==> config.mk <==
export PLATFORM = sky130hd
export DESIGN_NAME = tcam_lookup_arbiter
export DESIGN_NICKNAME = d
export VERILOG_FILES = /design/src/rtl/tcam_arb_pkg.sv /design/src/rtl/tcam_lookup_arbiter_rr_arbiter.sv /design/src/rtl/tcam_lookup_arbiter.sv
export SDC_FILE = /design/constraint.sdc
export NUM_CORES = 1
export LEC_CHECK = 0
export CELL_PAD_IN_SITES_DETAIL_PLACEMENT = 1
export CELL_PAD_IN_SITES_GLOBAL_PLACEMENT = 2
export CORE_MARGIN = 2
export CORE_UTILIZATION = 23
export DETAILED_ROUTE_END_ITERATION = 8
export GPL_TIMING_DRIVEN = 0
export PLACE_DENSITY_LB_ADDON = 0.05
export SYNTH_ARGS = -nofsm -noshare
export SYNTH_HDL_FRONTEND = slang
export SYNTH_SLANG_ARGS = --single-unit
==> constraint.sdc <==
create_clock -name clk -period 3.65 [get_ports clk]
set_clock_uncertainty 0.05 [all_clocks]
set_input_delay 0.73 -clock clk [delete_from_list [all_inputs] [get_ports clk]]
set_output_delay 0.73 -clock clk [all_outputs]
set_load 0.01 [all_outputs]
Fig. 1: run 1, signal wires on met1
(4 px per um) Cells faint in the background.
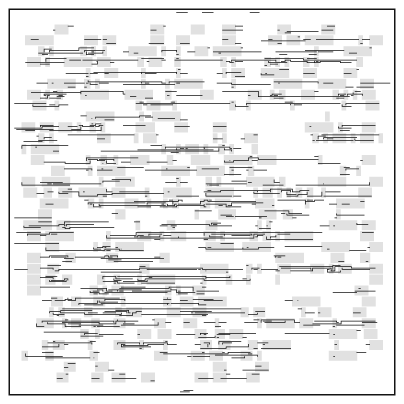
- main direction: horizontal
- longest straight run: 46.5 um
- wire length on this layer: 2900 um
- share of all routed wire: 48%
Routed WL: 6100 um
GRT met1 Usage: 18.4%
DR vias: 1990

Fig. 2: run 1, met2 routing
(4 px per um)
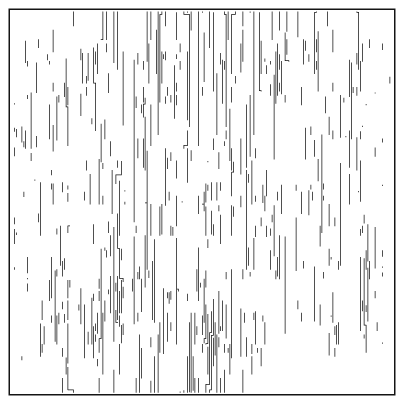
- share of all routed wire: 46%
- longest straight run: 40.5 um
- wire length on this layer: 2790 um
- nets with wire on the layer: 333
M2 GR Usage: 21.6%

Fig. 3: run 1, the metal 3 layer
(3 px per um) Cells faint in the background.
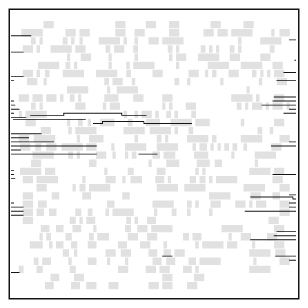
- main direction: horizontal
- share of all routed wire: 6.2%
routing usage on met3: 3.92%

==> flow_summary_export.csv, run 1 <==
group,metric,value,unit
yosys,ys_sh_simple,23.2,%
layout,nFlopsAndLatches,46,
layout,nMultiInputCombCells,172,
clock_tree,numCtsBuffers,5,
layout,layout.nets,389,
layout,comb_area,945,um^2
layout,final_layout_top_logic_cell,"clkdlybuf4s50_1",
yosys,synth_warnings,0,
yosys,ff_type,"dfxtp_1",
critical_path,cp_max_fo,10,
grt,grt_remaining_overflow,0,
drt,firstDrtPassIters,4,
layout,seq_area,921,um^2
place,gp_congestion,0.719,
die,die_width,96.0,um
timing,finalHoldViolCount,0,
die,io_pins,95,
timing,relSlewSlack,59.2,%
yosys,fp_nets,290,
critical_path,crit_type,"input port to output pin",
die,initCoreUtil,23.7,%
yosys,edf_count,0,
layout,syn_to_final_growth,58.9,%
yosys,synth.comb.largest_family,"simple AND/OR/NAND/NOR gates",
job,max-cap-violations,0,
grt,antenna_found_initial,0,
critical_path,r2r_slack,1.81,ns
critical_path,crit_slowest_cell,"clkdlybuf4s50_1",
critical_path,crit_path_cell_trace,"dlygate4sd2_1, nor2_2, a211o_2, nor2_1, buf_4, and3_1, clkdlybuf4s50_1",
power,seqPwrFrac,48.0,%
clock_tree,cts.path.max_buffers,2,
yosys,synthCells,236,
yosys,ys_sh_adder,1.29,%
yosys,synth-async-reset-ratio,0,%
layout,largest_class,"buffers",
timing,worstMarginPinSlew,0.611,ns
yosys,common_cells,"nand2_1 (56), dfxtp_1 (46), a21oi_1 (31), nor2_1 (26), clkbuf_1 (8)",
clock_tree,cts_tree,"built",
power,powerSeq,551,uW
min_path,holdPathStages,2,
job,warning_count,26,
yosys,yosys_area,1950,um^2
clock_tree,clk_latency,0.29,ns
layout,inv_count,3,
power,finalPower,1150,uW
layout,clk_share,3.08,%
power,combPwrFrac,23.8,%
status,status,"finished, final reports clean",
power,clockPowerShare,28.3,%
layout,buffer_area_share,32.0,%
clock_tree,clk_pin_slew_worst_paths,0.09,ns
clock_tree,cts_max_level,2,
drt,drc,0,
drt,routed_via_density,4.51,
timing,finalCriticalPeriod,3.41,ns
layout,fill_cells,995,
min_path,hp-class,"flip-flop to flip-flop",
critical_path,worst_ep_arrival_time,2.63,ns
die,dieArea,9210,um^2
grt,grt_pass1_vias,1945,
grt,grt_pass1_wl,9720,um
drt,drt-wirelength-per-cell,13.8,um
power,p_sw_share,27.7,%
timing,rsz0062_at_grt,"false",
yosys,syn-cell-area,1950,um^2
yosys,top_area_cell,"dfxtp_1",
critical_path,r2r_cells,5,
place,place_hpwl,4690,um
yosys,yosys.area.top_type_share,47.3,%
yosys,synth.cellmix.compoundShare,19.9,%
drt,drt-initial-drc-count,46,
power,net-switching-power,318,uW
die,die-height,96.0,um
critical_path,critPathLaunchType,"input port",
yosys,synthDistinctLibCells,43,
grt,grt_usage,13.6,%
timing,final-max-slew-violation-count,0,
power,p_leak,0.00116,uW
power,p_per_area,371,nW/um^2
clock_tree,cts_sinks,46,
layout,layout_top_cells,"clkdlybuf4s50_1 (89), nand2_1 (56), dfxtp_1 (46)",
critical_path,crit_family,"buffers and inverters",
yosys,synth_top_cell_by_count,"nand2_1",
power,ir_drop,0.000159,V
yosys,ys_cells,236,
layout,nClkBuffers,6,
grt,top_usage_layer,"met2",
grt,grt_max_degree,15,
layout,n_antenna_cell,0,
critical_path,crit_buf_inv,3,
power,pg_clk,324,uW
layout,seq-cell-share,29.8,%
timing,fmax,293,MHz
die,taps,105,
die,core_area,8220,um^2
die,rows,33,
power,pg_comb,273,uW
layout,layout-drive-gt1-share,5.95,%
clock_tree,holdBufCountCts,0,
yosys,synth_area_per_cell,8.24,um^2
timing,setup_ws,0.241,ns
clock_tree,cts_root_buf,"clkbuf_8",
power,p_int,830,uW
place,port-buffer-count,92,
run 1: stage by stage:
| stage | cells | cell area (um^2) | utilization [%] | hold WS [ns] | TNS [ns] |
|---|---|---|---|---|---|
| CTS | 441 | 3090 | 37.6 | 0.411 | 0 |
| global placement | 433 | 3000 | 36.5 | 0.392 | -0.111 |
| finish | 441 | 3090 | 37.6 | 0.407 | 0 |
| detailed placement | 433 | 3000 | 36.5 | 0.398 | -0.151 |
| global route | 441 | 3090 | 37.6 | 0.431 | 0 |
| floorplan | 236 | 1950 | - | 0.386 | 0 |
run 1: routing by layer:
metal,vias up,share of wire (%)
li1,1008,-
met2,54,46
met5,-,0
met1,926,48
met3,2,6.2
met4,0,0.43
run 1: timing repair:
action,4_1_cts,5_1_grt
setup endpoints to repair,4,0
setup buffers,0,0
gates resized,4,0
--- run 2 (diff from run 1) ---
--- a/config.mk
+++ b/config.mk
@@ -12,5 +12,6 @@
 export DETAILED_ROUTE_END_ITERATION = 8
 export GPL_TIMING_DRIVEN = 0
-export PLACE_DENSITY_LB_ADDON = 0.05
+export PLACE_DENSITY_LB_ADDON = 0.3
+export SLEW_MARGIN = 20
 export SYNTH_ARGS = -nofsm -noshare
 export SYNTH_HDL_FRONTEND = slang
==> constraint.sdc (replaced) <==
create_clock -name clk -period 3.65 [get_ports clk]
set_clock_uncertainty 0.05 [all_clocks]
set_input_delay 1.095 -clock clk [delete_from_list [all_inputs] [get_ports clk]]
set_output_delay 1.095 -clock clk [all_outputs]
set_load 0.01 [all_outputs]
Fig. 4: run 2, signal wires on met1
(4 px per um) Cells faint in the background.
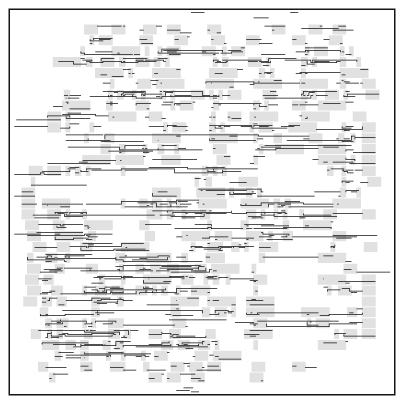
- share of all routed wire: 45%
- main direction: horizontal
- longest straight run: 38.4 um
DR vias: 2045
GRT met1 Usage: 17.2%
Routed WL: 6360 um

Fig. 5: run 2, met2 routing
(4 px per um)
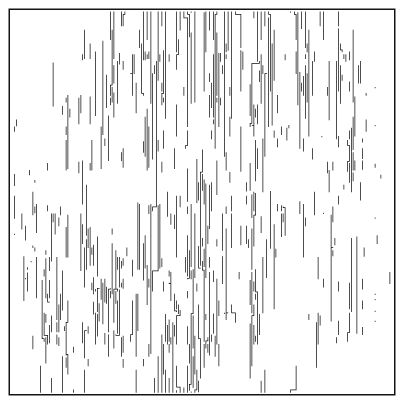
- wire length on this layer: 3220 um
- longest straight run: 37.4 um
- main direction: vertical
- share of all routed wire: 51%
M2 GR Usage: 24.3%

==> run 2 against run 1 <==
  * Synthesized area stayed put
  * Design area rose by 0.20%
  * Register-to-register slack worse by 0.17 ns
  * Global-route usage grew 0.27 points
  * Flip-flop count stayed put
  * Clock power shrank 8.3%
  * Worst setup slack got worse by 0.12 ns
  * Combinational power rose by 3%
  * Utilization increased by 0.076 points
  * Largest power group unchanged
==> flow_summary_export.csv, run 2 <==
group,metric,value,unit
status,status,"finished, final reports clean",
place,gp_congestion,0.756,
die,die_width,96.0,um
job,warning_count,26,
power,p_sw_share,28.2,%
power,net-switching-power,319,uW
clock_tree,clk_latency,0.29,ns
drt,wl_met3,277,um
critical_path,crit_buf_inv,3,
layout,final_util,37.7,%
power,finalPower,1130,uW
timing,finalHoldViolCount,0,
place,place_hpwl,4660,um
timing,finalSetupTns,0,ns
grt,antenna_found_initial,0,
yosys,synth_area_per_cell,8.24,um^2
critical_path,r2r_slack,1.64,ns
yosys,yosys.area.top_type_share,47.3,%
timing,holdWs,0.407,ns
yosys,top_area_cell,"dfxtp_1",
yosys,synth_warnings,0,
die,initCoreUtil,23.7,%
timing,rsz0062_at_grt,"false",
die,core_area,8220,um^2
critical_path,r2r_cells,8,
clock_tree,clk_pin_slew_worst_paths,0.08,ns
yosys,yosys_area,1950,um^2
clock_tree,holdBufCountCts,0,
yosys,synthDistinctLibCells,43,
layout,layout-drive-gt1-share,9.17,%
critical_path,crit_slowest_cell,"a211o_4",
layout,final_layout_top_logic_cell,"clkdlybuf4s50_1",
grt,grt_usage,13.8,%
die,rows,33,
timing,setup_ws,0.118,ns
timing,fmax,283,MHz
grt,top_usage_layer,"met2",
drt,firstDrtPassIters,4,
die,die-height,96.0,um
yosys,ys_cells,236,
yosys,synth-async-reset-ratio,0,%
critical_path,critPathLaunchType,"input port",
layout,layout_top_cells,"clkdlybuf4s50_1 (84), nand2_1 (56), dfxtp_1 (46)",
yosys,ff_type,"dfxtp_1",
layout,layout.nets,392,
min_path,hp-class,"flip-flop to flip-flop",
drt,met2_length,3220,um
grt,grt_pass1_vias,2052,
grt,grt_remaining_overflow,0,
power,p_int,810,uW
drt,drt-initial-drc-count,43,
timing,worstMarginPinSlew,0.618,ns
place,dpl-instance-area,3000,um^2
critical_path,crit_type,"input port to output pin",
layout,final_area,3100,um^2
die,dieArea,9210,um^2
yosys,common_cells,"nand2_1 (56), dfxtp_1 (46), a21oi_1 (31), nor2_1 (26), clkbuf_1 (8)",
power,pg_clk,297,uW
job,max-cap-violations,0,
timing,relSlewSlack,58.8,%
clock_tree,numCtsBuffers,5,
grt,grt_pass1_wl,9780,um
Fig. 6: run 2, the metal 3 layer
(3 px per um) Cells faint in the background.
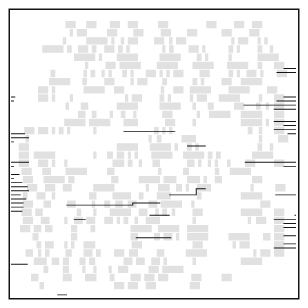
- main direction: horizontal
- share of all routed wire: 4.4%
- nets with wire on the layer: 42
- longest straight run: 22.1 um
- wire length on this layer: 277 um
routing usage on met3: 2.98%

[run 2: what timing repair did]
item,CTS,global route
setup buffers,4,0
resized,26,6
endpoints found under the setup margin,5,3
pin swaps,1,0
[run 2: area by class of cell]
class | count | area [um^2]
repair buffers | 96 | 927
clock inverters | 2 | 10.0
multi-input cells | 172 | 955
clock buffers | 5 | 68.8
fillers | 983 | 5120
well taps | 105 | 131
inverters | 3 | 15.0
plain buffers | 14 | 70.1
flip-flops and latches | 46 | 921
[run 2: cells by family after synthesis]
kind of cell / after synthesis / share of synthesized area (%)
simple gates: 104 / 23.2
mux: 7 / 3.67
compound gates: 58 / 19.9
xor+xnor: 1 / 0.450
flops: 46 / 47.3
fa+ha+maj: 2 / 1.29
buf+inv: 18 / 4.12
Power and IR drop assume default switching activity.
